Figure 1. Routing congestion (run 1).
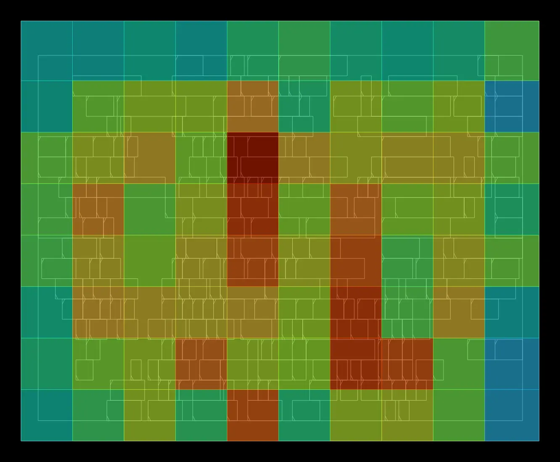
Figure 2. Metal 2 (run 1).
Cells faint in the background.
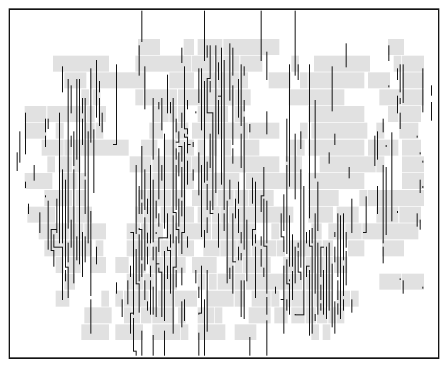
Figure 3. Logic cells by family (run 1).
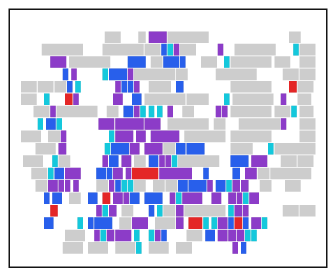
Design multicycle_ctrl, sky130hd; sources not shown.
==> impl_metrics.yaml, run 1 <==
# generated from flow reports
final_timing:
  slew_headroom_pct: 78.2
  hold_viol: 0
  fmax_mhz: 502
critical_path:
  path_delay_family: "buffers and inverters"
  max_stage_delay_ps: 650
  crit_arrival_ps: 1370
status:
  status: "finished clean"
grt:
  grt_pass1_wl_um: 5300
  antenna_found_initial: 0
synth:
  ys_seq_share_pct: 38.4
  synth_chip_area_mm2: 0.00137
  mux_area_share_pct: 0
cells_and_area:
  clk_share_pct: 2.26
  seq_area_share_pct: 25.6
  antenna_cells: 0
  design_area_mm2: 0.00205
  seqCellArea_um2: 526
  dominant_cells: "multi-input combinational cells"
  area_delta_synth_final_pct: 49.9
  combGateArea_um2: 743
  final_layout_size_suffix_gt1_share_pct: 36.4
cts:
  cts_buffers: 3
power_and_ir_drop:
  p_int_mw: 1.27
  pwr-share-clk_pct: 11.0
  power_density_mw_per_mm2: 1130
  comb_power_share_pct: 63.1
  power_mw: 2.32
drt:
  ant_nets: 0
  highest_layer: "met4"
placed_design:
  dp_hpwl_um: 2580
Back to the opening pictures, Figure 1:
GRT Overall Usage: 17.2%
Final Util: 64.5%
met2 Use GR: 31.0%
drt wl/cell: 11.9 µm

Back to the opening pictures, Figure 2:
- wire length on this layer: 1740 µm
- share of all routed wire: 52%
total routed wirelength: 3320 µm
Vias: 1308

Back to the opening pictures, Figure 3:
- nor cells: blue (cells 42; most used nor2_1)
- aoi and oai cells: red (cells 7)
- nand cells: purple (cells 70; most used nand2_1)
- inv cells: cyan (cells 37; most used inv_1)
most common logic cell in the routed design: nand2_1
Comb area share: 36.3%
final std cells w/o fill: 279

==> run 2, diff against run 1 <==
--- a/config.mk
+++ b/config.mk
@@ -6,13 +6,14 @@
 export NUM_CORES = 1
 export LEC_CHECK = 0
 export ABC_AREA = 1
-export ABC_CLOCK_PERIOD_IN_PS = 2100
+export ABC_CLOCK_PERIOD_IN_PS = 2000
+export CAP_MARGIN = 40
 export CORE_ASPECT_RATIO = 0.8
 export CORE_MARGIN = 2
 export CORE_UTILIZATION = 40
 export DETAILED_ROUTE_END_ITERATION = 10
 export GPL_ROUTABILITY_DRIVEN = 0
-export PLACE_DENSITY = 0.68
+export PLACE_DENSITY = 0.75
 export SLEW_MARGIN = 20
 export SYNTH_ARGS = -nofsm -noshare
 export SYNTH_HDL_FRONTEND = slang
==> constraint.sdc (replaced) <==
create_clock -name CLK -period 2 [get_ports CLK]
set_clock_uncertainty 0.2 [all_clocks]
set_input_delay 0.4 -clock CLK [delete_from_list [all_inputs] [get_ports CLK]]
set_output_delay 0.4 -clock CLK [all_outputs]
set_load 0.02 [all_outputs]
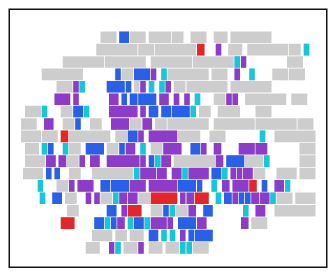
Figure 4: run 2, logic cells by family.
- aoi and oai cells: red (cells 7; most used o21ai_2)
- nand cells: purple (cells 70; most used nand2_1)
- inv cells: cyan (cells 37; most used inv_1)
- nor cells: blue (cells 42; most used nor2_1)
final std cells w/o fill: 284
Comb area share: 36.7%

==> impl_metrics.yaml, run 2 <==
# generated from flow reports
critical_path:
  max_stage_delay_ps: 470
  critical_path_buf_inv_count: 8
  crit_arrival_ps: 1940
  path_delay_family: "buffers and inverters"
cells_and_area:
  lay_top_count: "nand2_1"
  seqCellArea_um2: 526
  final_util_pct: 66.2
  design_area_mm2: 0.00210
  seq_area_share_pct: 25.0
  final_layout_size_suffix_gt1_share_pct: 40.2
  dominant_cells: "multi-input combinational cells"
  antenna_cells: 0
  area_delta_synth_final_pct: 53.7
synth:
  synth_chip_area_mm2: 0.00137
  synth_warnings: 0
  synthArstFlopShare_pct: 100
  ys_seq_share_pct: 38.4
  mux_area_share_pct: 0
power_and_ir_drop:
  p_comb_mw: 1.64
  pwr-share-clk_pct: 10.9
  power_mw: 2.54
  p_int_mw: 1.40
  comb_power_share_pct: 64.4
grt:
  antenna_found_initial: 0
  grt_pass1_wl_um: 5500
  gr-usage-all-layers_pct: 17.4
  grt_use_met2_pct: 29.7
drt:
  highest_layer: "met4"
  drc: 0
  ant_nets: 0
final_timing:
  worst_pin_slew_ps: 342
  whs_ps: 267
  slew_headroom_pct: 77.2
  hold_viol: 0
placed_design:
  dp_hpwl_um: 2330
  postPlaceCellArea_mm2: 0.00185
status:
  status: "finished clean"
cts:
  cts_buffers: 3
  clockBufferDepth: 2
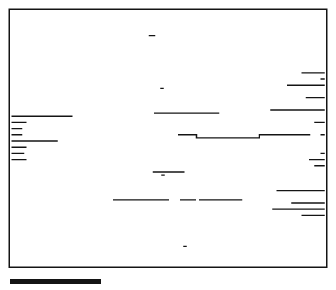
Figure 5: run 2, the metal 3 layer.
Bar = 20 µm.
- longest straight run: 14.0 µm
- nets with wire on the layer: 28
Vias: 1304
M3 GR Usage: 5.03%
total routed wirelength: 3350 µm

==> run 3, diff against run 2 <==
--- a/config.mk
+++ b/config.mk
@@ -5,16 +5,17 @@
 export SDC_FILE = /design/constraint.sdc
 export NUM_CORES = 1
 export LEC_CHECK = 0
-export ABC_AREA = 1
-export ABC_CLOCK_PERIOD_IN_PS = 2000
+export ABC_AREA = 0
+export ABC_CLOCK_PERIOD_IN_PS = 2270
 export CAP_MARGIN = 40
 export CORE_ASPECT_RATIO = 0.8
 export CORE_MARGIN = 2
 export CORE_UTILIZATION = 40
 export DETAILED_ROUTE_END_ITERATION = 10
 export GPL_ROUTABILITY_DRIVEN = 0
-export PLACE_DENSITY = 0.75
+export PLACE_DENSITY = 0.77
 export SLEW_MARGIN = 20
 export SYNTH_ARGS = -nofsm -noshare
 export SYNTH_HDL_FRONTEND = slang
 export SYNTH_SLANG_ARGS = --single-unit
+export TNS_END_PERCENT = 50
==> constraint.sdc (replaced) <==
create_clock -name CLK -period 2.27 [get_ports CLK]
set_clock_uncertainty 0.2 [all_clocks]
set_input_delay 0.454 -clock CLK [delete_from_list [all_inputs] [get_ports CLK]]
set_output_delay 0.454 -clock CLK [all_outputs]
set_load 0.02 [all_outputs]
==> impl_metrics.yaml, run 3 <==
# generated from flow reports
status:
  violations: "negative setup slack"
  status: "finished with violations"
final_timing:
  worst_slack_ps: -91.8
  slew_headroom_pct: 77.2
  setup_viol: 6
cells_and_area:
  comb-cell-share_pct: 37.3
  dominant_cells: "multi-input combinational cells"
  instances_no_fill: 239
  final_util_pct: 69.5
  lay_top_count: "buf_4"
  seq_area_share_pct: 25.1
  final_layout_size_suffix_gt1_share_pct: 43.7
  antenna_cells: 0
  combGateArea_um2: 787
power_and_ir_drop:
  power_mw: 2.71
  p_comb_mw: 1.87
  p_int_mw: 1.53
  comb_power_share_pct: 69.1
  power_density_mw_per_mm2: 1290
placed_design:
  postPlaceCellArea_mm2: 0.00181
drt:
  highest_layer: "met4"
  ant_nets: 0
  drc: 0
  routedWlPerCell_um: 18.8
critical_path:
  crit_arrival_ps: 2320
  path_delay_family: "AND-OR/OR-AND gates"
  critical_path_buf_inv_count: 1
  max_stage_delay_ps: 440
synth:
  synth_warnings: 0
  ys_seq_share_pct: 42.1
  mux_area_share_pct: 2.61
  synthArstFlopShare_pct: 100
cts:
  cts_buffers: 3
  clockBufferDepth: 2
grt:
  gr-usage-all-layers_pct: 22.4
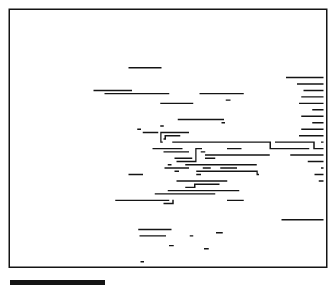
Figure 6: run 3, the metal 3 layer.
Bar = 20 µm.
- wire length on this layer: 335 µm
- share of all routed wire: 7.5%
- longest straight run: 20.5 µm
- nets with wire on the layer: 47
total routed wirelength: 4490 µm
M3 GR Usage: 5.65%

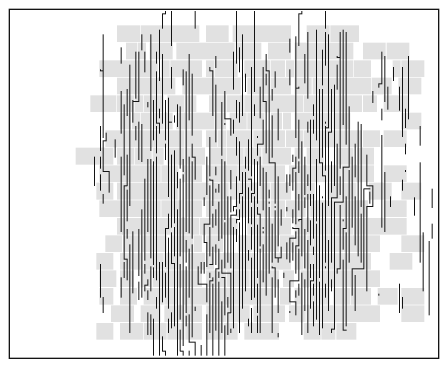
Figure 7: run 3, metal 2.
Cells faint in the background.
- wire length on this layer: 2240 µm
- main direction: vertical
- nets with wire on the layer: 195
- share of all routed wire: 50%
Vias: 1360
met2 Use GR: 41.0%

Power and IR drop assume default switching activity.
